File: src/rtl/vector_mul_seq_ctrl.sv
// Sequencing controller for a 32x32 signed multiply built from four 17x17 partial products
// issued in turn to one shared external multiplier, accumulated into a 64-bit result.
module vector_mul_seq_ctrl #(
    parameter int unsigned MUL_LAT = 0
) (
    input  logic        clk_i,
    input  logic        rst_ni,
    input  logic        in_valid_i,
    output logic        in_ready_o,
    input  logic [31:0] in_a_i,
    input  logic [31:0] in_b_i,
    output logic        out_valid_o,
    input  logic        out_ready_i,
    output logic [63:0] out_result_o,
    output logic        mul_en_o,
    output logic [16:0] mul_op1_o,
    output logic [16:0] mul_op2_o,
    input  logic [32:0] mul_res_i,
    output logic        busy_o
);

    localparam int unsigned TagDepth  = (MUL_LAT == 0) ? 1 : MUL_LAT;
    localparam logic [1:0]  DrainLast = (MUL_LAT == 0) ? 2'd0 : 2'(MUL_LAT - 1);

    typedef enum logic [1:0] {StIdle, StIssue, StDrain, StDone} state_e;

    state_e      state_q, state_d;
    logic [31:0] a_q, a_d;
    logic [31:0] b_q, b_d;
    logic [1:0]  cnt_q, cnt_d;
    logic [63:0] acc_q, acc_d;

    // Tag = {valid, slot}; travels alongside each issued partial product.
    logic [2:0]  tag_q [TagDepth];
    logic [2:0]  tag_d [TagDepth];
    logic [2:0]  issue_tag;
    logic [2:0]  tag_out;

    logic [16:0] a_lo, a_hi, b_lo, b_hi;
    logic [63:0] res_ext;
    logic [63:0] res_shifted;

    assign a_lo = {1'b0, a_q[15:0]};
    assign a_hi = {a_q[31], a_q[31:16]};
    assign b_lo = {1'b0, b_q[15:0]};
    assign b_hi = {b_q[31], b_q[31:16]};

    assign issue_tag = {mul_en_o, cnt_q};
    assign tag_out   = (MUL_LAT == 0) ? issue_tag : tag_q[TagDepth-1];

    assign res_ext = {{31{mul_res_i[32]}}, mul_res_i};

    always_comb begin
        res_shifted = res_ext;
        unique case (tag_out[1:0])
            2'd0:       res_shifted = res_ext;
            2'd1, 2'd2: res_shifted = res_ext << 16;
            2'd3:       res_shifted = res_ext << 32;
            default:    res_shifted = res_ext;
        endcase
    end

    always_comb begin
        tag_d[0] = issue_tag;
        for (int i = 1; i < TagDepth; i++) begin
            tag_d[i] = tag_q[i-1];
        end
    end

    always_comb begin
        state_d     = state_q;
        cnt_d       = cnt_q;
        a_d         = a_q;
        b_d         = b_q;
        acc_d       = acc_q;
        in_ready_o  = 1'b0;
        out_valid_o = 1'b0;
        mul_en_o    = 1'b0;

        // Tags only emerge while ISSUE/DRAIN is active, so this never races the clear below.
        if (tag_out[2]) begin
            acc_d = acc_q + res_shifted;
        end

        unique case (state_q)
            StIdle: begin
                in_ready_o = 1'b1;
                if (in_valid_i) begin
                    a_d     = in_a_i;
                    b_d     = in_b_i;
                    acc_d   = '0;
                    cnt_d   = 2'd0;
                    state_d = StIssue;
                end
            end
            StIssue: begin
                mul_en_o = 1'b1;
                cnt_d    = cnt_q + 2'd1;
                if (cnt_q == 2'd3) begin
                    cnt_d   = 2'd0;
                    state_d = (MUL_LAT == 0) ? StDone : StDrain;
                end
            end
            StDrain: begin
                cnt_d = cnt_q + 2'd1;
                if (cnt_q == DrainLast) begin
                    cnt_d   = 2'd0;
                    state_d = StDone;
                end
            end
            StDone: begin
                out_valid_o = 1'b1;
                if (out_ready_i) begin
                    state_d = StIdle;
                end
            end
            default: state_d = StIdle;
        endcase
    end

    // Slot order LL, HL, LH, HH: bit 0 of the slot picks a's half, bit 1 picks b's half.
    assign mul_op1_o = mul_en_o ? (cnt_q[0] ? a_hi : a_lo) : 17'd0;
    assign mul_op2_o = mul_en_o ? (cnt_q[1] ? b_hi : b_lo) : 17'd0;

    assign busy_o       = (state_q != StIdle);
    assign out_result_o = acc_q;

    always_ff @(posedge clk_i or negedge rst_ni) begin
        if (!rst_ni) begin
            state_q <= StIdle;
            a_q     <= '0;
            b_q     <= '0;
            cnt_q   <= '0;
            acc_q   <= '0;
            for (int i = 0; i < TagDepth; i++) begin
                tag_q[i] <= '0;
            end
        end else begin
            state_q <= state_d;
            a_q     <= a_d;
            b_q     <= b_d;
            cnt_q   <= cnt_d;
            acc_q   <= acc_d;
            for (int i = 0; i < TagDepth; i++) begin
                tag_q[i] <= tag_d[i];
            end
        end
    end

endmodule

File: config.mk
export PLATFORM = sky130hd
export DESIGN_NAME = vector_mul_seq_ctrl
export DESIGN_NICKNAME = d
export VERILOG_FILES = /design/src/rtl/vector_mul_seq_ctrl.sv
export SDC_FILE = /design/constraint.sdc
export NUM_CORES = 1
export LEC_CHECK = 0
export ABC_AREA = 1
export CAP_MARGIN = 20
export CORE_ASPECT_RATIO = 0.7
export CORE_MARGIN = 5
export CORE_UTILIZATION = 45
export DETAILED_ROUTE_END_ITERATION = 10
export DONT_BUFFER_PORTS = 1
export GPL_TIMING_DRIVEN = 0
export PLACE_DENSITY = 0.7
export SLEW_MARGIN = 20
export SYNTH_ARGS = -nofsm -noshare
export SYNTH_HDL_FRONTEND = slang
export SYNTH_SLANG_ARGS = --single-unit
File: constraint.sdc
create_clock -name clk_i -period 3.73 [get_ports clk_i]
set_input_delay 0.373 -clock clk_i [delete_from_list [all_inputs] [get_ports clk_i]]
set_output_delay 0.373 -clock clk_i [all_outputs]
set_load 0.01 [all_outputs]
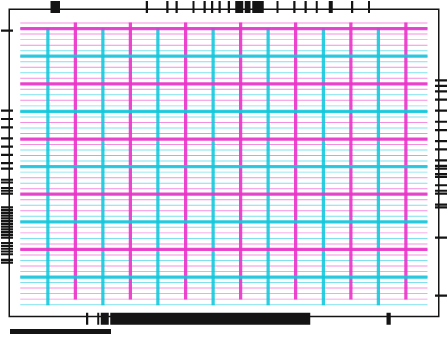
power_grid.png
Bar = 50 µm. Pins as bars on the die edge.
legend:
  magenta:
    net: VDD
  cyan:
    net: VSS
met4 straps: 14
rows: 51
met5 straps: 10
DIE WIDTH: 211 µm
Core ar.: 27800 µm²
Die Span Y: 151 µm

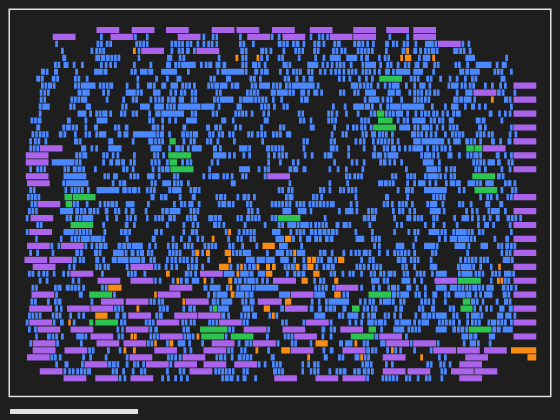
placement_by_type.png
Bar = 50 µm.
legend:
  purple:
    class: sequential cells
    cells: 132
    share_of_their_area: 24%
  green:
    class: clock drivers and dummy loads
    cells: 32
    share_of_their_area: 4.2%
  orange:
    class: remaining buffers and delay cells
    cells: 68
    share_of_their_area: 2.8%
  blue:
    class: combinational and other logic
    cells: 2074
    share_of_their_area: 69%
final design area excluding fillers: 14400 µm²
row count: 51
final core utilization: 51.9%

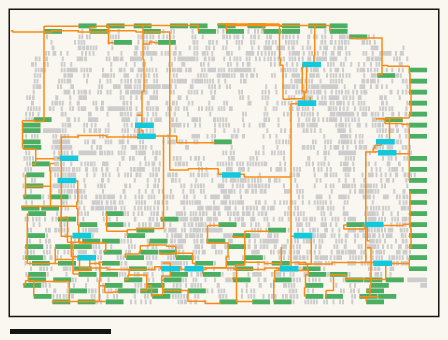
clk_routes.png
Bar = 50 µm.
legend:
  green:
    item: flip-flops
    count: 132
  orange:
    item: clock wires
    length: 2360 µm
  cyan:
    item: clock drivers
    count: 17
routed clock nets: 18
worst skew pair latency: 0.45 ns

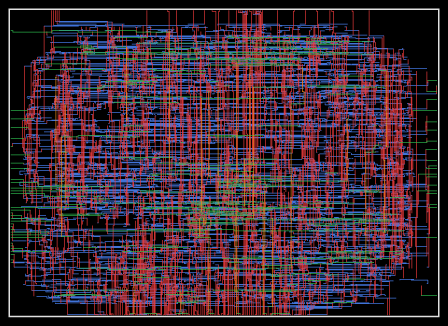
wires.png
legend:
  orange:
    layer: metal 4
    wire_length: 1200 µm
  red:
    layer: metal 2
    wire_length: 21.3 mm
  green:
    layer: metal 3
    wire_length: 4210 µm
  blue:
    layer: metal 1
    wire_length: 23.9 mm
GRT Util Overall: 31.5%
routed vias: 13600

==> out/results.ini <==
[cells_and_area]
seq-cell-share_pct = 22.9
fillCellCount = 3021
buffer_area_share_pct = 2.75
layout_top_cell = nand2_1
finalNetCount = 2466
clock_area_share_pct = 4.02
final_cells = 2677
comb_cells = 1609
area_delta_synth_final_pct = 13.7
clkbuf_count = 18
layout-drive-gt1-share_pct = 9.80
comb_share_pct = 55.0

[yosys]
ys_async_sr_fraction_pct = 100
netlist_area_um2 = 12700
yosys_cells = 2269
ys_top_cells_by_area = nand2_1 (29%), dfrtp_1 (26%), inv_1 (13%)
edf_count = 0
ys_sh_adder_pct = 7.15
synthDominantCellAreaShare_pct = 29.1
top_cell = nand2_1

[global_routing]
met2_usage_pct = 47.3
grt_start_max_net_pins = 133
grt_busiest_layer = met2
grt_use_met3_pct = 6.17

[outcome]
status = complete, no violations

[clock_tree]
htreeDepth = 4
cts_buffers = 17
cts_setup_buffers = 1
ctsResizeCount = 73

[setup_path]
startpoint = cnt_q[0]
start_kind = flip-flop
path_cells = clkbuf_4 > inv_4 > clkbuf_8 > ha_4 > buf_2 > a221o_1 > nand2_1 > inv_1 > ha_1 > nand2_2 > nor2_2 > inv_2 > nor3_4 > nand2_2 > inv_1 > nand2_2 > nand4_1 > nand3_1 > nand2_1 > inv_1
cp.depth = 20
r2r_slack_ns = 0.14
worst-endpoint-arrival_ns = 3.94
path_delay_family = simple AND/OR/NAND/NOR gates

[routing]
vias_per_cell = 5.09
final_antenna_net_count = 0
drt_iter0_drc = 1430

[place]
place_hpwl_mm = 42.1
globalplace.congestion = 1.02

[floorplan]
ios = 203
n_tap_cell = 371
fp.dieArea_um2 = 31800
floorplan.core_util_pct = 45.7

[final_timing]
worst_slack_ns = 0.138
period_needed_ns = 3.59

[hold_path]
worstHoldStart = in_b_i[4]
hp-class = input pin to flip-flop
hold_path_end = b_q[4]

